==> src/rtl/byte_printer_arbiter.sv <==
// byte_printer_arbiter
//   Shares one byte-wide printer sink among N_REQ byte-stream requesters.
//   A round-robin winner holds the sink until it sends a newline, reaches
//   MAX_BURST data bytes, or stays idle for IDLE_TIMEOUT cycles. When
//   TAG_EN is set, an ASCII source tag ('0' + index) precedes each grant's
//   data.
//
// Ports
//   clk        : single clock, all state updates on its rising edge
//   reset      : asynchronous, active-low reset
//   req_valid  : [N_REQ]   per-requester byte valid
//   req_byte   : [8*N_REQ] per-requester byte, requester i at [8i+7:8i]
//   req_ready  : [N_REQ]   per-requester accept, one-hot or zero
//   out_valid  : byte valid to the sink
//   out_byte   : byte to the sink
//   out_ready  : sink accept
//   out_src    : granted requester index, 0 whenever out_valid is 0
module byte_printer_arbiter #(
  parameter int N_REQ        = 4,
  parameter int MAX_BURST    = 64,
  parameter int IDLE_TIMEOUT = 16,
  parameter int TAG_EN       = 1,
  localparam int SRC_W       = $clog2(N_REQ)
) (
  input  logic                 clk,
  input  logic                 reset,
  input  logic [N_REQ-1:0]     req_valid,
  input  logic [8*N_REQ-1:0]   req_byte,
  output logic [N_REQ-1:0]     req_ready,
  output logic                 out_valid,
  output logic [7:0]           out_byte,
  input  logic                 out_ready,
  output logic [SRC_W-1:0]     out_src
);

  typedef enum logic [1:0] {
    ST_IDLE = 2'd0,
    ST_TAG  = 2'd1,
    ST_DATA = 2'd2
  } state_t;

  localparam logic [7:0]       NEWLINE    = 8'h0A;
  localparam logic [7:0]       TAG_BASE   = 8'h30;
  localparam logic [7:0]       BURST_LIM  = 8'(MAX_BURST);
  localparam logic [7:0]       STALL_LIM  = 8'(IDLE_TIMEOUT);
  localparam logic [SRC_W:0]   N_REQ_W    = (SRC_W+1)'(N_REQ);
  localparam logic [SRC_W-1:0] LAST_RESET = SRC_W'(N_REQ - 1);

  state_t           state_q, state_d;
  logic [SRC_W-1:0] grant_q, grant_d;
  logic [SRC_W-1:0] last_grant_q, last_grant_d;
  logic [7:0]       burst_cnt_q, burst_cnt_d;
  logic [7:0]       stall_cnt_q, stall_cnt_d;

  // Unpack the flat byte bus so the granted byte is a simple array read.
  logic [7:0] byte_arr [N_REQ];
  genvar gi;
  generate
    for (gi = 0; gi < N_REQ; gi++) begin : g_unpack
      assign byte_arr[gi] = req_byte[8*gi +: 8];
    end
  endgenerate

  // Round-robin search starting just above last_grant. The sum never
  // exceeds 2*N_REQ-1, so one conditional subtract performs the wrap.
  logic             any_req;
  logic [SRC_W-1:0] winner;
  logic [SRC_W:0]   probe_wide;
  logic [SRC_W-1:0] probe;

  always_comb begin
    any_req    = 1'b0;
    winner     = '0;
    probe_wide = '0;
    probe      = '0;
    for (int k = 1; k <= N_REQ; k++) begin
      probe_wide = {1'b0, last_grant_q} + (SRC_W+1)'(k);
      if (probe_wide >= N_REQ_W) begin
        probe_wide = probe_wide - N_REQ_W;
      end
      probe = probe_wide[SRC_W-1:0];
      if (!any_req && req_valid[probe]) begin
        any_req = 1'b1;
        winner  = probe;
      end
    end
  end

  // Saturating increments; both counters are 8 bits and must never wrap.
  logic [7:0] burst_inc;
  logic [7:0] stall_inc;
  assign burst_inc = (burst_cnt_q == 8'hFF) ? 8'hFF : burst_cnt_q + 8'd1;
  assign stall_inc = (stall_cnt_q == 8'hFF) ? 8'hFF : stall_cnt_q + 8'd1;

  logic       grant_valid;
  logic [7:0] grant_byte;
  assign grant_valid = req_valid[grant_q];
  assign grant_byte  = byte_arr[grant_q];

  always_comb begin
    state_d      = state_q;
    grant_d      = grant_q;
    last_grant_d = last_grant_q;
    burst_cnt_d  = burst_cnt_q;
    stall_cnt_d  = stall_cnt_q;
    out_valid    = 1'b0;
    out_byte     = 8'h00;
    out_src      = '0;
    req_ready    = '0;

    unique case (state_q)
      ST_IDLE: begin
        burst_cnt_d = 8'd0;
        stall_cnt_d = 8'd0;
        if (any_req) begin
          grant_d = winner;
          state_d = (TAG_EN != 0) ? ST_TAG : ST_DATA;
        end
      end

      ST_TAG: begin
        out_valid = 1'b1;
        out_byte  = TAG_BASE + 8'(grant_q);
        out_src   = grant_q;
        if (out_ready) begin
          state_d = ST_DATA;
        end
      end

      ST_DATA: begin
        // Straight combinational pass-through of the granted requester.
        out_valid          = grant_valid;
        out_byte           = grant_byte;
        out_src            = grant_valid ? grant_q : '0;
        req_ready[grant_q] = out_ready;

        if (grant_valid && out_ready) begin
          burst_cnt_d = burst_inc;
          stall_cnt_d = 8'd0;
          // Newline and burst limit on the same byte still give one release.
          if (grant_byte == NEWLINE || burst_inc >= BURST_LIM) begin
            state_d      = ST_IDLE;
            last_grant_d = grant_q;
            burst_cnt_d  = 8'd0;
          end
        end else if (!grant_valid) begin
          stall_cnt_d = stall_inc;
          if (stall_inc >= STALL_LIM) begin
            state_d      = ST_IDLE;
            last_grant_d = grant_q;
            burst_cnt_d  = 8'd0;
            stall_cnt_d  = 8'd0;
          end
        end
        // Valid but not ready: sink backpressure, stall count is held.
      end

      default: begin
        state_d = ST_IDLE;
      end
    endcase
  end

  always_ff @(posedge clk or negedge reset) begin
    if (!reset) begin
      state_q      <= ST_IDLE;
      grant_q      <= '0;
      last_grant_q <= LAST_RESET;
      burst_cnt_q  <= 8'd0;
      stall_cnt_q  <= 8'd0;
    end else begin
      state_q      <= state_d;
      grant_q      <= grant_d;
      last_grant_q <= last_grant_d;
      burst_cnt_q  <= burst_cnt_d;
      stall_cnt_q  <= stall_cnt_d;
    end
  end

endmodule

==> config.mk <==
export PLATFORM = sky130hd
export DESIGN_NAME = byte_printer_arbiter
export DESIGN_NICKNAME = d
export VERILOG_FILES = /design/src/rtl/byte_printer_arbiter.sv
export SDC_FILE = /design/constraint.sdc
export NUM_CORES = 1
export LEC_CHECK = 0
export CAP_MARGIN = 20
export CORE_ASPECT_RATIO = 1.2
export CORE_MARGIN = 10
export CORE_UTILIZATION = 50
export CTS_BUF_LIST = sky130_fd_sc_hd__clkbuf_4
export DETAILED_ROUTE_END_ITERATION = 10
export PLACE_DENSITY = 0.85
export SLEW_MARGIN = 30
export SYNTH_ARGS = -nofsm -noshare
export SYNTH_HDL_FRONTEND = slang
export SYNTH_SLANG_ARGS = --single-unit
==> constraint.sdc <==
create_clock -name clk -period 4.1 [get_ports clk]
set_clock_uncertainty 0.05 [all_clocks]
set_input_delay 0.82 -clock clk [delete_from_list [all_inputs] [get_ports clk]]
set_output_delay 0.82 -clock clk [all_outputs]
set_load 0.005 [all_outputs]
Signal wires by layer:
Bar = 20 um.
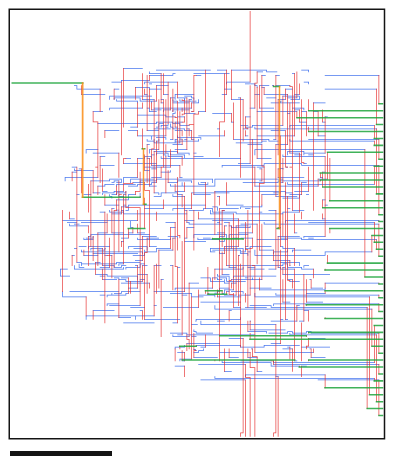
Key: metal 3 = green [wire length 388 um]; metal 2 = red [wire length 1950 um]; metal 4 = orange [wire length 61.2 um]; metal 1 = blue [wire length 2130 um]
gr usage total: 14.59%
wire length per cell after detailed routing: 17.23 um
total via count in the routed design: 1532
Post-Route WL: 4531 um

I/O nets highlighted:
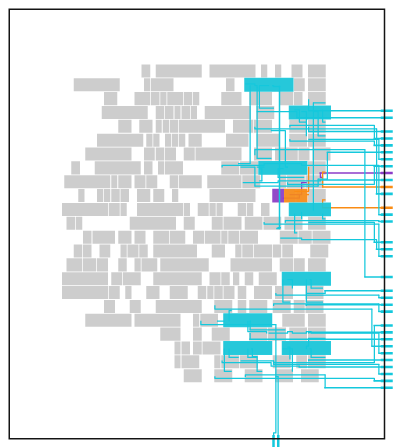
Key: `out_src` = orange [direction output, edge east, end cells 2, wire 36.8 um]; `req_byte` = cyan [direction input, edge 30 east, 2 south, end cells 8, wire 1060 um]; `out_valid` = purple [direction output, edge east, end cells 1, wire 23.0 um]

==> impl_summary.log <==
[report] implementation figures
[metrics] cell taking the most area after synthesis: dfrtp_1
[metrics] start of the worst register-to-register path: grant_q[0]
[metrics] setup ws final: 463.3 ps
[metrics] maximum capacitance violations: 0
[metrics] kind of critical path: in -> out
[metrics] Cells after DPL: around 260
[metrics] worst r2r path cells: 6
[metrics] commonest cells after routing, fill and taps aside: clkdlybuf4s50_1 (52), dfrtp_1 (20), nand2_1 (19)
[metrics] cell types with the highest counts after synthesis: dfrtp_1 (20), nand2_1 (19), a21oi_1 (12), nor2_1 (12), and2_1 (11)
[metrics] area added between synthesis and finish: 31.92%
[metrics] Post-Syn Area: 1709 um2
[metrics] highest metal used: met4
[metrics] share of total power in sequential cells: 32.4%
[metrics] number of iterations in the first detailed-routing pass: 4
[metrics] Total Die Area: 6166 um2
[metrics] CTS tree: built
[metrics] combinational cell area excluding buffers and inverters: 1081 um2
[metrics] worst slew pin tran: 712.6 ps
[metrics] share of the clock period used by the worst path: 88.70%
[metrics] result of the run: finished, final reports clean
[metrics] Logic inverters: 6
[metrics] pre-CTS setup slack: 477.4 ps
[metrics] P_seq: about 0.35 mW
[metrics] switching part of the total: between 30% and 40%
[metrics] Seq Cell Count: 22
[metrics] source of the critical timing path: req_valid[3]
[metrics] Worst EP arrival: 2770 ps
[metrics] most numerous logic cell after layout: clkdlybuf4s50_1
[metrics] Die X-Extent: 73.37 um
[metrics] H-Tree Level Count: 1
[metrics] Net count, final: between 200 and 300
[metrics] adder-cell share of the synthesized area: under 10%
[metrics] total negative slack: 0 ps
[metrics] Synth cell types: 45
[metrics] final weighted congestion in routability-driven placement: 0.8181
[metrics] Top Usage Layer GRT: met2
[metrics] Synth Area per Inst: 9.711 um2
[metrics] CP top delay family: buffers and inverters
[metrics] clock transition at the registers of the reported paths: about 120 ps
[metrics] startpoint type of the worst setup path: primary input
[metrics] most instantiated flip-flop cell in the synthesis netlist: dfrtp_1
[metrics] fraction of power consumed by the clock network: under 10%
[metrics] sum of met3 wire segment lengths after detailed routing: slightly below 400 um
[metrics] final slew viol count: 0
[metrics] post-synth tally of flip-flops with integrated enable: 0
[metrics] M1 WL: 2131 um
[metrics] largest stage delay on the critical path: 540 ps
[metrics] relative slew slack: 52.49%
[metrics] final core utilization: 68.13%
[metrics] HPWL reported at the end of detailed placement: 3635 um
[metrics] static leakage: roughly 0.97 nW
[metrics] vias in the first global route: 1467
[metrics] CP max stage cell: mux4_2
[metrics] Internal Pwr Total: between 0.6 and 0.7 mW
[metrics] post-layout total power: roughly 1.1 mW
[metrics] largest net degree at the start of global routing: 23
[metrics] Chip Area, Yosys: 1709 um2
[metrics] internal reg-to-reg setup slack: 1240 ps
[metrics] placed inst area: 2233 um2
[metrics] reg-to-reg critical path endpoint: state_q[0]
[metrics] count of pins on the block boundary: about 54
[metrics] maximum frequency from static timing analysis: approximately 270 MHz
[metrics] simple logic cell fraction of the synthesized area: 26.57%
[metrics] count of inserted antenna diode cells: 0
[metrics] CTS max path bufs: 2
[metrics] portion of netlist area occupied by mux cells: 18.08%
[metrics] starting density of the core: 51.64%
[metrics] maximum VDD drop: 0.0003853 V
[metrics] portion of synthesized cell area occupied by the leading cell type: 29.28%
[metrics] Final Hold Viols: 0
[metrics] RSZ-0062 raised after global routing: no
[metrics] Top Consumer: combinational cells
[metrics] die outline height: around 84 um
[metrics] met2 wire length: 1951 um
[metrics] met1 Usage GRT: 20.45%
[metrics] # DRC: 0
[metrics] combinational gates: 141
[metrics] Setup crit end: out_src[1]
[metrics] Synthesized Nets: about 220
[metrics] Main area contributors: dfrtp_1 (29%), mux4_1 (9.2%), nand2_1 (4.2%)
[metrics] IO buf count: 53
[metrics] number of cells produced by synthesis: 176
[metrics] path type of the worst min-delay path: in -> async
[metrics] crit path max fanout: 7
[metrics] count of non-CTS buffers in the layout: 53
[metrics] residual antenna-violating net count after detailed routing: 0
[metrics] number of warnings issued by yosys: 0
Ports around the boundary:
Pins as bars across the die edge, other pins in gray.
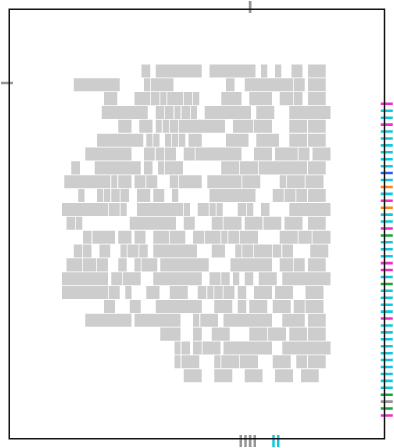
Key: `out_byte` = magenta [pins 8, direction output, edge east]; `out_src` = orange [pins 2, direction output, edge east]; `req_valid` = green [pins 4, direction input, edge east]; `req_byte` = cyan [pins 32, direction input, edge 30 east, 2 south]; `out_valid` = blue [pins 1, direction output, edge east]

Placed standard cells:
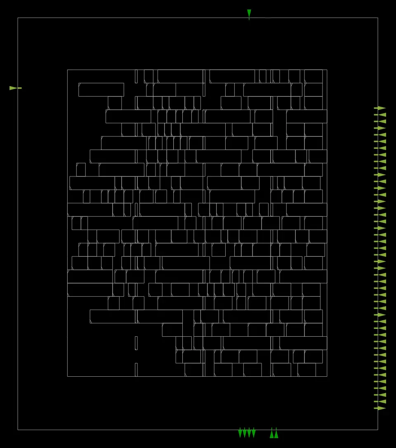
share of the final layout cell area in sequential cells: 24.53%
std cell rows: 23
area of the core region: 3309 um2
Filler Cells Inserted: 268
number of standard cells in the final layout excluding fillers: 263

No activity file was given, so power comes from the tool's default toggle rates.
